run_1/m1.png
Cells faint in the background.
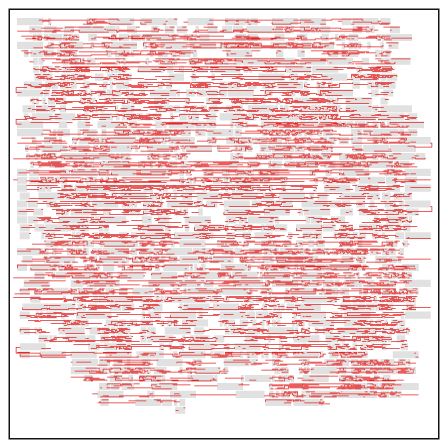
run_1/m2.png
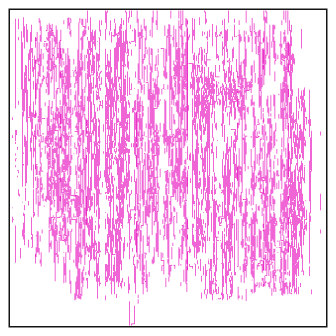
run_1/m3.png
Cells faint in the background.
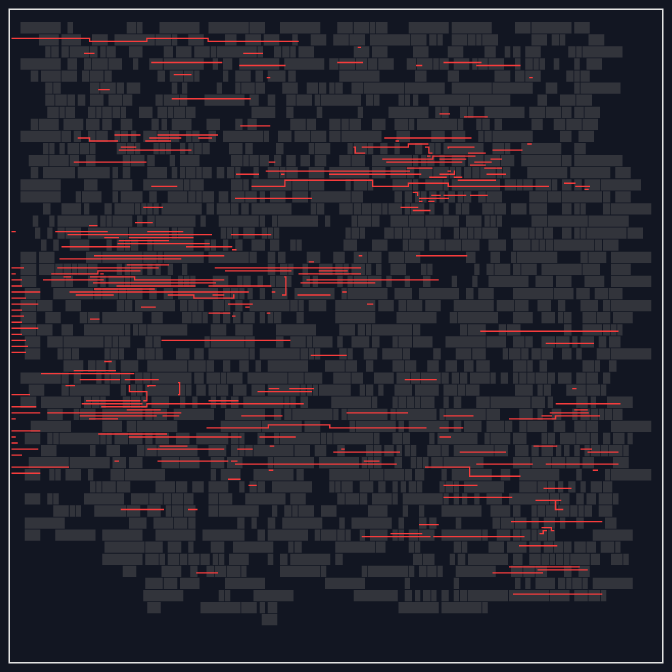
## src/rtl/iter_alu_pkg.sv

```systemverilog
// Shared constants for the iterative calculator ALU: opcodes, FSM states,
// engine modes and the percentage divisor.
package alu_pkg;

    localparam logic [2:0] OP_ADD = 3'b000;
    localparam logic [2:0] OP_SUB = 3'b001;
    localparam logic [2:0] OP_DIV = 3'b010;
    localparam logic [2:0] OP_MUL = 3'b011;
    localparam logic [2:0] OP_POW = 3'b100;
    localparam logic [2:0] OP_PCT = 3'b101;

    localparam int unsigned PCT_DIVISOR = 100;

    typedef enum logic [1:0] {
        S_IDLE = 2'd0,
        S_EXEC = 2'd1,
        S_DONE = 2'd2
    } state_t;

    typedef enum logic {
        M_MUL = 1'b0,
        M_DIV = 1'b1
    } eng_mode_t;

endpackage

```

## src/rtl/iter_muldiv.sv

```systemverilog
// Shared shift-add multiplier / restoring divider. o_ready and the result
// outputs reflect the final iteration combinationally, so a caller can
// register them (or chain a new i_go) on the same edge.
module iter_muldiv
    import alu_pkg::*;
#(
    parameter int WIDTH = 8,
    parameter int CW    = $clog2(2*WIDTH+1)
) (
    input  logic                 clk,
    input  logic                 reset,
    input  logic                 i_go,
    input  eng_mode_t            i_mode,
    input  logic [2*WIDTH-1:0]   i_x,
    input  logic [WIDTH-1:0]     i_y,
    input  logic [CW-1:0]        i_nbits,
    output logic                 o_ready,
    output logic [3*WIDTH-1:0]   o_prod,
    output logic [2*WIDTH-1:0]   o_quot,
    output logic [WIDTH-1:0]     o_rem
);

    localparam int W2 = 2*WIDTH;
    localparam int W3 = 3*WIDTH;
    localparam logic [CW-1:0] TWO_W = CW'(W2);

    logic [CW-1:0]   r_cnt;
    eng_mode_t       r_mode;
    logic [W3-1:0]   r_p;
    logic [W3-1:0]   r_mc;
    logic [WIDTH-1:0] r_m;
    logic [W2-1:0]   r_q;
    logic [WIDTH-1:0] r_r;
    logic [WIDTH-1:0] r_d;

    logic [WIDTH:0]   w_shift;
    logic [WIDTH:0]   w_diff;
    logic             w_ge;
    logic [WIDTH-1:0] w_r_next;
    logic [W2-1:0]    w_q_next;
    logic [W3-1:0]    w_p_next;
    logic [CW-1:0]    w_align;

    // Partial remainder never exceeds the divisor, so WIDTH+1 bits suffice.
    assign w_shift  = {r_r, r_q[W2-1]};
    assign w_diff   = w_shift - {1'b0, r_d};
    assign w_ge     = (w_shift >= {1'b0, r_d});
    assign w_r_next = w_ge ? w_diff[WIDTH-1:0] : w_shift[WIDTH-1:0];
    assign w_q_next = {r_q[W2-2:0], w_ge};
    assign w_p_next = r_m[0] ? (r_p + r_mc) : r_p;
    assign w_align  = TWO_W - i_nbits;

    assign o_ready = (r_cnt == CW'(1));
    assign o_prod  = w_p_next;
    assign o_quot  = w_q_next;
    assign o_rem   = w_r_next;

    // Operand load on i_go, otherwise one multiply or divide step per cycle.
    always_ff @(posedge clk or posedge reset) begin
        if (reset) begin
            r_cnt  <= '0;
            r_mode <= M_MUL;
            r_p    <= '0;
            r_mc   <= '0;
            r_m    <= '0;
            r_q    <= '0;
            r_r    <= '0;
            r_d    <= '0;
        end else if (i_go) begin
            r_cnt  <= i_nbits;
            r_mode <= i_mode;
            r_p    <= '0;
            r_mc   <= {{WIDTH{1'b0}}, i_x};
            r_m    <= i_y;
            r_q    <= i_x << w_align;
            r_r    <= '0;
            r_d    <= i_y;
        end else if (r_cnt != '0) begin
            r_cnt <= r_cnt - CW'(1);
            if (r_mode == M_MUL) begin
                r_p  <= w_p_next;
                r_mc <= r_mc << 1;
                r_m  <= r_m >> 1;
            end else begin
                r_q <= w_q_next;
                r_r <= w_r_next;
            end
        end
    end

endmodule

```

## src/rtl/iter_alu.sv

```systemverilog
// Multi-cycle calculator ALU: IDLE/EXEC/DONE handshake around a shared
// multiply/divide engine, with pow iteration, flags and optional saturation.
module iter_alu
    import alu_pkg::*;
#(
    parameter int WIDTH    = 8,
    parameter bit SATURATE = 1'b0
) (
    input  logic                 clk,
    input  logic                 reset,
    input  logic                 start,
    input  logic [WIDTH-1:0]     a,
    input  logic [WIDTH-1:0]     b,
    input  logic [2:0]           opcode,
    output logic                 busy,
    output logic                 done,
    output logic [2*WIDTH-1:0]   result,
    output logic [WIDTH-1:0]     remainder,
    output logic                 ovf,
    output logic                 neg,
    output logic                 dz
);

    localparam int W2 = 2*WIDTH;
    localparam int W3 = 3*WIDTH;
    localparam int CW = $clog2(2*WIDTH+1);

    state_t           r_state;
    logic [WIDTH-1:0] r_a;
    logic [WIDTH-1:0] r_b;
    logic [2:0]       r_op;
    logic             r_quick;
    logic [WIDTH-1:0] r_pow_cnt;
    logic             r_pct_ph2;
    logic             r_ovf_acc;
    logic [W2-1:0]    r_result;
    logic [WIDTH-1:0] r_remainder;
    logic             r_ovf;
    logic             r_neg;
    logic             r_dz;
    logic             r_done;
    logic             r_busy;

    state_t           w_next_state;
    logic             w_eng_start;
    logic             w_go;
    eng_mode_t        w_mode;
    logic [W2-1:0]    w_x;
    logic [WIDTH-1:0] w_y;
    logic [CW-1:0]    w_nbits;
    logic             w_fin;
    logic [W2-1:0]    w_res;
    logic [WIDTH-1:0] w_rem;
    logic             w_ovf;
    logic             w_neg;
    logic             w_dz;
    logic [WIDTH-1:0] w_pow_cnt_next;
    logic             w_ovf_acc_next;
    logic             w_ph2_next;
    logic             w_ready;
    logic [W3-1:0]    w_prod;
    logic [W2-1:0]    w_quot;
    logic [WIDTH-1:0] w_eng_rem;
    logic             w_pow_ovf;

    // Zero-divisor div and zero-exponent pow finish in one cycle without the engine.
    assign w_eng_start = (opcode == OP_MUL) || (opcode == OP_PCT) ||
                         (((opcode == OP_DIV) || (opcode == OP_POW)) && (b != '0));
    assign w_pow_ovf   = r_ovf_acc || (w_prod[W3-1:W2] != '0);

    iter_muldiv #(.WIDTH(WIDTH), .CW(CW)) u_engine (
        .clk     (clk),
        .reset   (reset),
        .i_go    (w_go),
        .i_mode  (w_mode),
        .i_x     (w_x),
        .i_y     (w_y),
        .i_nbits (w_nbits),
        .o_ready (w_ready),
        .o_prod  (w_prod),
        .o_quot  (w_quot),
        .o_rem   (w_eng_rem)
    );

    // Next-state, engine sequencing and result selection.
    always_comb begin
        w_next_state   = r_state;
        w_go           = 1'b0;
        w_mode         = M_MUL;
        w_x            = '0;
        w_y            = '0;
        w_nbits        = CW'(WIDTH);
        w_fin          = 1'b0;
        w_res          = r_result;
        w_rem          = '0;
        w_ovf          = 1'b0;
        w_neg          = 1'b0;
        w_dz           = 1'b0;
        w_pow_cnt_next = r_pow_cnt;
        w_ovf_acc_next = r_ovf_acc;
        w_ph2_next     = r_pct_ph2;
        case (r_state)
            S_IDLE: begin
                if (start) begin
                    w_next_state   = S_EXEC;
                    w_go           = w_eng_start;
                    w_mode         = (opcode == OP_DIV) ? M_DIV : M_MUL;
                    w_x            = (opcode == OP_POW) ? W2'(1) : {{WIDTH{1'b0}}, a};
                    w_y            = (opcode == OP_POW) ? a : b;
                    w_pow_cnt_next = b;
                    w_ovf_acc_next = 1'b0;
                    w_ph2_next     = 1'b0;
                end else begin
                    w_next_state = S_IDLE;
                end
            end
            S_EXEC: begin
                if (r_quick) begin
                    w_fin = 1'b1;
                    case (r_op)
                        OP_ADD: w_res = {{WIDTH{1'b0}}, r_a} + {{WIDTH{1'b0}}, r_b};
                        OP_SUB: begin
                            w_res = {{WIDTH{1'b0}}, r_a} - {{WIDTH{1'b0}}, r_b};
                            w_neg = (r_a < r_b);
                        end
                        OP_DIV: begin
                            w_res = {W2{1'b1}};
                            w_rem = r_a;
                            w_dz  = 1'b1;
                        end
                        OP_POW:  w_res = W2'(1);
                        default: w_res = '0;
                    endcase
                end else if (w_ready) begin
                    case (r_op)
                        OP_MUL: begin
                            w_fin = 1'b1;
                            w_res = w_prod[W2-1:0];
                        end
                        OP_DIV: begin
                            w_fin = 1'b1;
                            w_res = w_quot;
                            w_rem = w_eng_rem;
                        end
                        OP_POW: begin
                            w_ovf_acc_next = w_pow_ovf;
                            if (r_pow_cnt == WIDTH'(1)) begin
                                w_fin = 1'b1;
                                w_ovf = w_pow_ovf;
                                w_res = (w_pow_ovf && SATURATE) ? {W2{1'b1}} : w_prod[W2-1:0];
                            end else begin
                                w_go           = 1'b1;
                                w_x            = w_prod[W2-1:0];
                                w_y            = r_a;
                                w_pow_cnt_next = r_pow_cnt - WIDTH'(1);
                            end
                        end
                        OP_PCT: begin
                            if (r_pct_ph2) begin
                                w_fin = 1'b1;
                                w_res = w_quot;
                            end else begin
                                w_go       = 1'b1;
                                w_mode     = M_DIV;
                                w_x        = w_prod[W2-1:0];
                                w_y        = WIDTH'(PCT_DIVISOR);
                                w_nbits    = CW'(W2);
                                w_ph2_next = 1'b1;
                            end
                        end
                        default: begin
                            w_fin = 1'b1;
                            w_res = '0;
                        end
                    endcase
                end else begin
                    w_next_state = S_EXEC;
                end
                if (w_fin) begin
                    w_next_state = S_DONE;
                end else begin
                    w_next_state = S_EXEC;
                end
            end
            S_DONE:  w_next_state = S_IDLE;
            default: w_next_state = S_IDLE;
        endcase
    end

    // State, operand latches, held results and registered handshake outputs.
    always_ff @(posedge clk or posedge reset) begin
        if (reset) begin
            r_state     <= S_IDLE;
            r_a         <= '0;
            r_b         <= '0;
            r_op        <= OP_ADD;
            r_quick     <= 1'b0;
            r_pow_cnt   <= '0;
            r_pct_ph2   <= 1'b0;
            r_ovf_acc   <= 1'b0;
            r_result    <= '0;
            r_remainder <= '0;
            r_ovf       <= 1'b0;
            r_neg       <= 1'b0;
            r_dz        <= 1'b0;
            r_done      <= 1'b0;
            r_busy      <= 1'b0;
        end else begin
            r_state   <= w_next_state;
            r_busy    <= (w_next_state != S_IDLE);
            r_done    <= (w_next_state == S_DONE);
            r_pow_cnt <= w_pow_cnt_next;
            r_pct_ph2 <= w_ph2_next;
            r_ovf_acc <= w_ovf_acc_next;
            if ((r_state == S_IDLE) && start) begin
                r_a     <= a;
                r_b     <= b;
                r_op    <= opcode;
                r_quick <= !w_eng_start;
                r_ovf   <= 1'b0;
                r_neg   <= 1'b0;
                r_dz    <= 1'b0;
            end else if (w_fin) begin
                r_result    <= w_res;
                r_remainder <= w_rem;
                r_ovf       <= w_ovf;
                r_neg       <= w_neg;
                r_dz        <= w_dz;
            end
        end
    end

    assign busy      = r_busy;
    assign done      = r_done;
    assign result    = r_result;
    assign remainder = r_remainder;
    assign ovf       = r_ovf;
    assign neg       = r_neg;
    assign dz        = r_dz;

endmodule

```

## config.mk

```make
export PLATFORM = sky130hd
export DESIGN_NAME = iter_alu
export DESIGN_NICKNAME = d
export VERILOG_FILES = /design/src/rtl/iter_alu_pkg.sv /design/src/rtl/iter_muldiv.sv /design/src/rtl/iter_alu.sv
export SDC_FILE = /design/constraint.sdc
export NUM_CORES = 1
export LEC_CHECK = 0
export CORE_MARGIN = 2
export CORE_UTILIZATION = 55
export CTS_CLUSTER_DIAMETER = 80
export CTS_CLUSTER_SIZE = 20
export DETAILED_ROUTE_END_ITERATION = 8
export GPL_ROUTABILITY_DRIVEN = 0
export GPL_TIMING_DRIVEN = 0
export PLACE_DENSITY = 0.74
export SYNTH_ARGS = -nofsm -noshare
export SYNTH_HDL_FRONTEND = slang
export SYNTH_HIERARCHICAL = 1
export SYNTH_SLANG_ARGS = --single-unit
```

## constraint.sdc

```tcl
create_clock -name clk -period 10.3 [get_ports clk]
set_clock_uncertainty 0.15 [all_clocks]
set_input_delay 1.03 -clock clk [delete_from_list [all_inputs] [get_ports clk]]
set_output_delay 1.03 -clock clk [all_outputs]
set_load 0.02 [all_outputs]
```

==> Flow_metrics.wiki, run 1 <==
=== Synthesis and place and route ===
{| class="wikitable"
! Metric !! Value
|-
| Area delta synth->final || 13.5%
|-
| Critical register-to-register path startpoint || u_engine/r_p[0]
|-
| Result of the run || finished clean
|-
| Total cell area at the placement stage || 12,100 sq um
|-
| Number of enable-type register cells in the synthesized netlist || 0
|-
| Count of state elements after synthesis || 155
|-
| Buffers plus inverters on the worst setup path || 0
|-
| Top Consumer || combinational cells
|-
| GR met2 Demand/Resource || 49.8%
|-
| DRC errors left || 0
|-
| Synth area leaders || dfrtp_1 35%, mux2i_1 7.3%, ha_1 6.0%
|-
| Most common cell in the synthesized netlist || nand2_1
|-
| Number of hold buffers added after cts || 0
|-
| Share of post-route cells with drive strength above 1 || 10.1%
|-
| Post-cts resize count || 0
|-
| Maximum net fanout on the critical path || 5
|-
| Area of all placed cells without fillers || 12,700 sq um
|-
| Die span in y || 147 um
|-
| Clock transition at path regs || 0.07 ns
|-
| Part of the total power dissipated in combinational logic || 60.1%
|-
| Dominant register cell in the synthesized netlist || dfrtp_1
|-
| Clock group total power || 658 uW
|-
| Clock buffer and inverter area fraction after layout || under 10%
|-
| Diodes inserted || 0
|-
| Ordered cell list for the critical path || ha_1, fa_1, a21o_1, a221oi_2, o21a_2, o31a_1, o21a_1, o221ai_1, or4_1, nor3_1, a211o_1, o21ai_0, o2bb2ai_1
|-
| Max-cap violations || 0
|-
| Part of the Yosys area used for sequential elements || 34.6%
|-
| Netlist cell types || 85
|-
| GRT Residual Overflow || 0
|-
| Final critical path time including I/O delays and setup || 4.26 ns
|-
| Unrepaired setup endpoints after global routing || false
|-
| Cell total in the yosys stat output || 1,300
|-
| Tally of nets with antenna violations remaining after routing || 0
|}
## Picture notes: m1.png
nets with wire on the layer	1,373
share of all routed wire	43%
global routing met1 resource utilization: 40.1%
final routed wirelength across all metal layers: 32,500 um
total vias in the final route: 10,266

## Picture notes: m2.png
longest straight run	73.4 um
nets with wire on the layer	1,236

## Picture notes: m3.png
longest straight run	40.0 um
share of all routed wire	6.5%
wire length on this layer	2,120 um
main direction	horizontal
nets with wire on the layer	172

## run 1: flip-flops by register name, summed over array words and instances (netlist names), 2 cells and up
signal	count
u_engine/r_mc	24
u_engine/r_p	24
result	16
u_engine/r_q	16
r_a	8
r_b	8
r_pow_cnt	8
remainder	8
u_engine/r_d	8
u_engine/r_m	8
u_engine/r_r	8
u_engine/r_cnt	5
r_op	3
r_state	2
## run 1: placed cells by master, fill, tap and decap left out, types with 20 or more instances in the layout
cell type / count
xnor2_1: 22
nor2_1: 94
mux2_2: 30
clkbuf_1: 37
dfrtp_1: 155
buf_2: 24
inv_1: 47
nor3_1: 37
clkdlybuf4s50_1: 50
o21ai_0: 97
ha_1: 54
o22ai_1: 20
nand3_1: 20
nand2_1: 178
a21oi_1: 73
mux2i_1: 82
a22o_1: 26
## Run 2: what changed since run 1
==> constraint.sdc (replaced) <==
create_clock -name clk -period 4.4 [get_ports clk]
set_clock_uncertainty 0.15 [all_clocks]
set_input_delay 0.44 -clock clk [delete_from_list [all_inputs] [get_ports clk]]
set_output_delay 0.44 -clock clk [all_outputs]
set_load 0.02 [all_outputs]
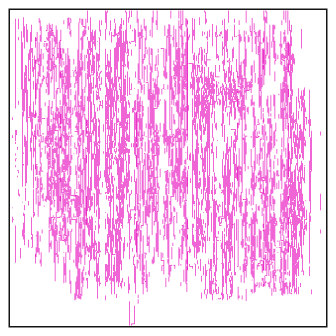
run_2/m2.png
nets with wire on the layer	1,236
main direction	vertical
GR met2 Demand/Resource: 49.8%

==> run 2 against run 1 <==
Compared with the run above: critical endpoint unchanged; die area stayed put; clock-buffer cell count unchanged; via count unchanged; wire length stayed put.
==> Flow_metrics.wiki, run 2 <==
=== Synthesis and place and route ===
{| class="wikitable"
! Metric !! Value
|-
| Number of cells on the worst reg-to-reg path || 13
|-
| Part of the total power dissipated in combinational logic || ~60%
|-
| GRT Residual Overflow || 0
|-
| DRC errors left || 0
|-
| Commonest cells after routing, fill and taps aside || 178 x nand2_1, 155 x dfrtp_1, 97 x o21ai_0
|-
| Global routing met1 resource utilization || 40.1%
|-
| Leading cell type in the layout, fill and taps excluded || nand2_1
|-
| Starting utilization of the core area || between 50% and 60%
|-
| Via count normalized by instance count || 6.18
|-
| Synth area leaders || dfrtp_1 35%, mux2i_1 7.3%, ha_1 6.0%
|-
| Final routed wirelength across all metal layers || 32,500 um
|-
| Clock buffer and inverter area fraction after layout || 4.68%
|-
| Initial antenna violation count || 0
|-
| Share of post-route cells with drive strength above 1 || roughly a tenth
|-
| Cell total in the yosys stat output || 1,300
|-
| Tally of nets with antenna violations remaining after routing || 0
|-
| Count of state elements after synthesis || 155
|-
| Result of the run || finished clean
|-
| Pin count of the biggest net entering global routing || 50
|-
| Total Nets Final || 1,458
|-
| Signal arrival time at the worst endpoint || 4.43 ns
|-
| Total vias in the final route || 10,266
|-
| Maximum net fanout on the critical path || 5
|-
| Diodes inserted || 0
|-
| Most common cell in the synthesized netlist || nand2_1
|-
| Dominant register cell in the synthesized netlist || dfrtp_1
|-
| Area delta synth->final || 13.5%
|-
| Die span in y || 147 um
|-
| Top Consumer || combinational cells
|-
| Timing-limited maximum frequency || about 230 MHz
|-
| Final critical path time including I/O delays and setup || 4.26 ns
|-
| Ordered cell list for the critical path || ha_1, fa_1, a21o_1, a221oi_2, o21a_2, o31a_1, o21a_1, o221ai_1, or4_1, nor3_1, a211o_1, o21ai_0, o2bb2ai_1
|-
| Post-cts resize count || 0
|-
| Max-cap violations || 0
|-
| Clock transition at path regs || approximately 0.070 ns
|-
| Clock group total power || approximately 1.5 mW
|-
| CP peak stage delay || 0.55 ns
|-
| Registers with the most flip-flops || u_engine/r_mc (24), u_engine/r_p (24)
|}
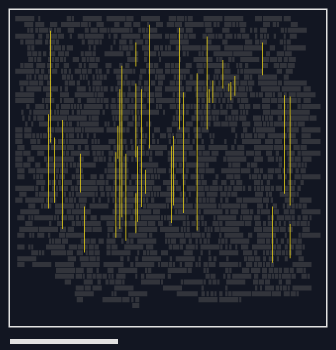
run_2/m4.png
Bar = 50 um. Cells faint in the background.
nets with wire on the layer	32
share of all routed wire	3.5%

[run 2: final timing paths]
check / from / endpoint / slack (ns)
worst max-delay path: u_engine/r_p[0] / r_ovf_acc / 0.14
worst min-delay path: reset / u_engine/r_r[5] / 0.33
worst max register to register: u_engine/r_p[0] / r_ovf_acc / 0.14
worst min register to register: result[9] / result[9] / 0.33
max in group asynchronous: reset / result[14] / 3.05
min in group clk: result[9] / result[9] / 0.33
[run 2: per-stage QoR]
stage | std cells | utilization (%) | area [sq um] | setup TNS (ns)
3_3_place_gp | 1627 | 60.1 | 12100 | -24.20
2_1_floorplan | 1307 | - | 11200 | 0
4_1_cts | 1661 | 63.3 | 12700 | 0
5_1_grt | 1661 | 63.3 | 12700 | 0
3_5_place_dp | 1629 | 60.3 | 12100 | 0
6_report | 1661 | 63.3 | 12700 | 0
run_2/m1.png
Cells faint in the background.
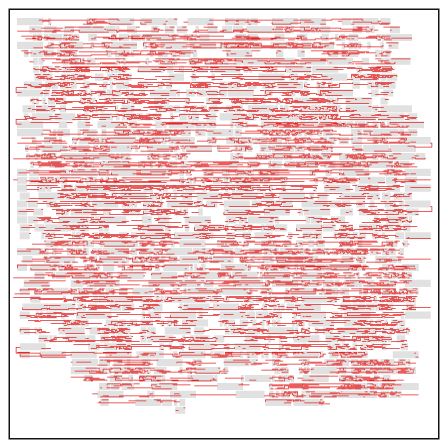

## Run 3: what changed since run 2
--- a/config.mk
+++ b/config.mk
@@ -12,7 +12,7 @@
 export DETAILED_ROUTE_END_ITERATION = 8
 export GPL_ROUTABILITY_DRIVEN = 0
 export GPL_TIMING_DRIVEN = 0
-export PLACE_DENSITY = 0.74
+export PLACE_DENSITY = 0.8
 export SYNTH_ARGS = -nofsm -noshare
 export SYNTH_HDL_FRONTEND = slang
 export SYNTH_HIERARCHICAL = 1
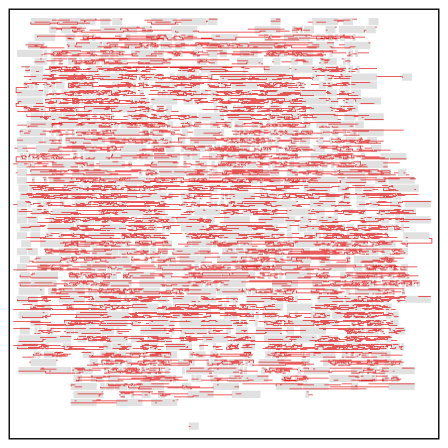
run_3/m1.png
Cells faint in the background.
final routed wirelength across all metal layers: 32,600 um
global routing met1 resource utilization: 39.3%
total vias in the final route: 10,320

==> run 3 against run 2 <==
Compared with the run above: maximum frequency increased by 1.9%; sequential power about the same; non-clock buffer count stayed put; largest cell class unchanged; highest routed layer unchanged.
==> Flow_metrics.wiki, run 3 <==
=== Synthesis and place and route ===
{| class="wikitable"
! Metric !! Value
|-
| Result of the run || finished clean
|-
| Std-Cell Core Area || 20,100 sq um
|-
| Die span in y || 147 um
|-
| Unrepaired setup endpoints after global routing || false
|-
| Commonest cells after routing, fill and taps aside || 178 x nand2_1, 155 x dfrtp_1, 97 x o21ai_0
|-
| Leading cell type in the layout, fill and taps excluded || nand2_1
|-
| Number of enable-type register cells in the synthesized netlist || 0
|-
| Clock tree from TritonCTS || yes
|-
| Signal arrival time at the worst endpoint || 4.37 ns
|-
| Ordered cell list for the critical path || ha_1, fa_1, a21o_1, a221oi_2, o21a_2, o31a_1, o21a_1, o221ai_1, or4_1, nor3_1, a211o_1, o21ai_0, o2bb2ai_1
|-
| Port-buffer cells || 50
|-
| Post-cts resize count || 0
|-
| Dominant register cell in the synthesized netlist || dfrtp_1
|-
| Total cell area at the placement stage || 12,100 sq um
|-
| Share of post-route cells with drive strength above 1 || 9.92%
|-
| Part of the Yosys area used for sequential elements || approximately a third
|-
| Non-filler cells, final || about 1,700
|-
| Share of the clock period used by the worst path after layout || around 95%
|-
| Count of plain and timing-repair buffers || 141
|-
| Tally of nets with antenna violations remaining after routing || 0
|-
| Maximum net fanout on the critical path || 5
|-
| Number of hold buffers added after cts || 0
|-
| # placed instances || 1,629
|-
| Pin count of the biggest net entering global routing || 50
|-
| GRT Residual Overflow || 0
|-
| Timing-limited maximum frequency || between 200 and 250 MHz
|-
| Cell total in the yosys stat output || 1,300
|-
| Netlist cell types || roughly 85
|-
| Area of all placed cells without fillers || roughly 13,000 sq um
|-
| Most common cell in the synthesized netlist || nand2_1
|-
| Initial antenna violation count || 0
|-
| Diodes inserted || 0
|-
| Via count normalized by instance count || 6.21
|-
| Area delta synth->final || 13.2%
|-
| Startpoint Class || flip-flop
|-
| Post-Route Utilization || between 60% and 70%
|-
| Max-cap violations || 0
|-
| Sum of negative setup slack || 0 ns
|-
| Count of state elements after synthesis || 155
|-
| Clock transition at path regs || roughly 0.07 ns
|-
| DRC errors left || 0
|-
| Clock buffer and inverter area fraction after layout || 4.45%
|}
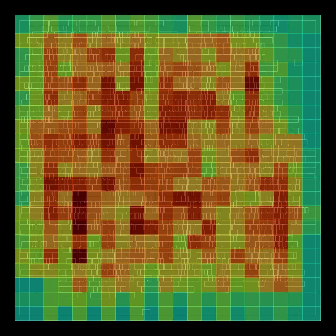
run_3/congestion_map.png
GR met2 Demand/Resource: 49.9%
met3 Track Usage GR: 5.93%

[run 3: cell counts after synthesis]
Identical to the previous run, type by type.
[run 3: path summary, 6_finish.rpt]
path                                   end             from  slack [ns]  cells past startpoint
hold / removal                   r_ovf_acc            reset        0.31                      2
max in group asynchronous  u_engine/r_q[9]            reset        3.09                      3
setup reg to reg                 r_ovf_acc  u_engine/r_p[0]        0.21                     13
setup / recovery                 r_ovf_acc  u_engine/r_p[0]        0.21                     13
hold reg to reg                 result[13]       result[13]        0.33                      2
min in group clk                result[13]       result[13]        0.33                      2
[run 3: where the power goes]
group / switching [mW] / leakage, nW / internal (mW)
sequential: 0.515 / 1.99 / 2.01
clock: 0.672 / 0.266 / 0.796
combinational: 3.61 / 3.40 / 2.55
Power is estimated from default activity; no workload was simulated.
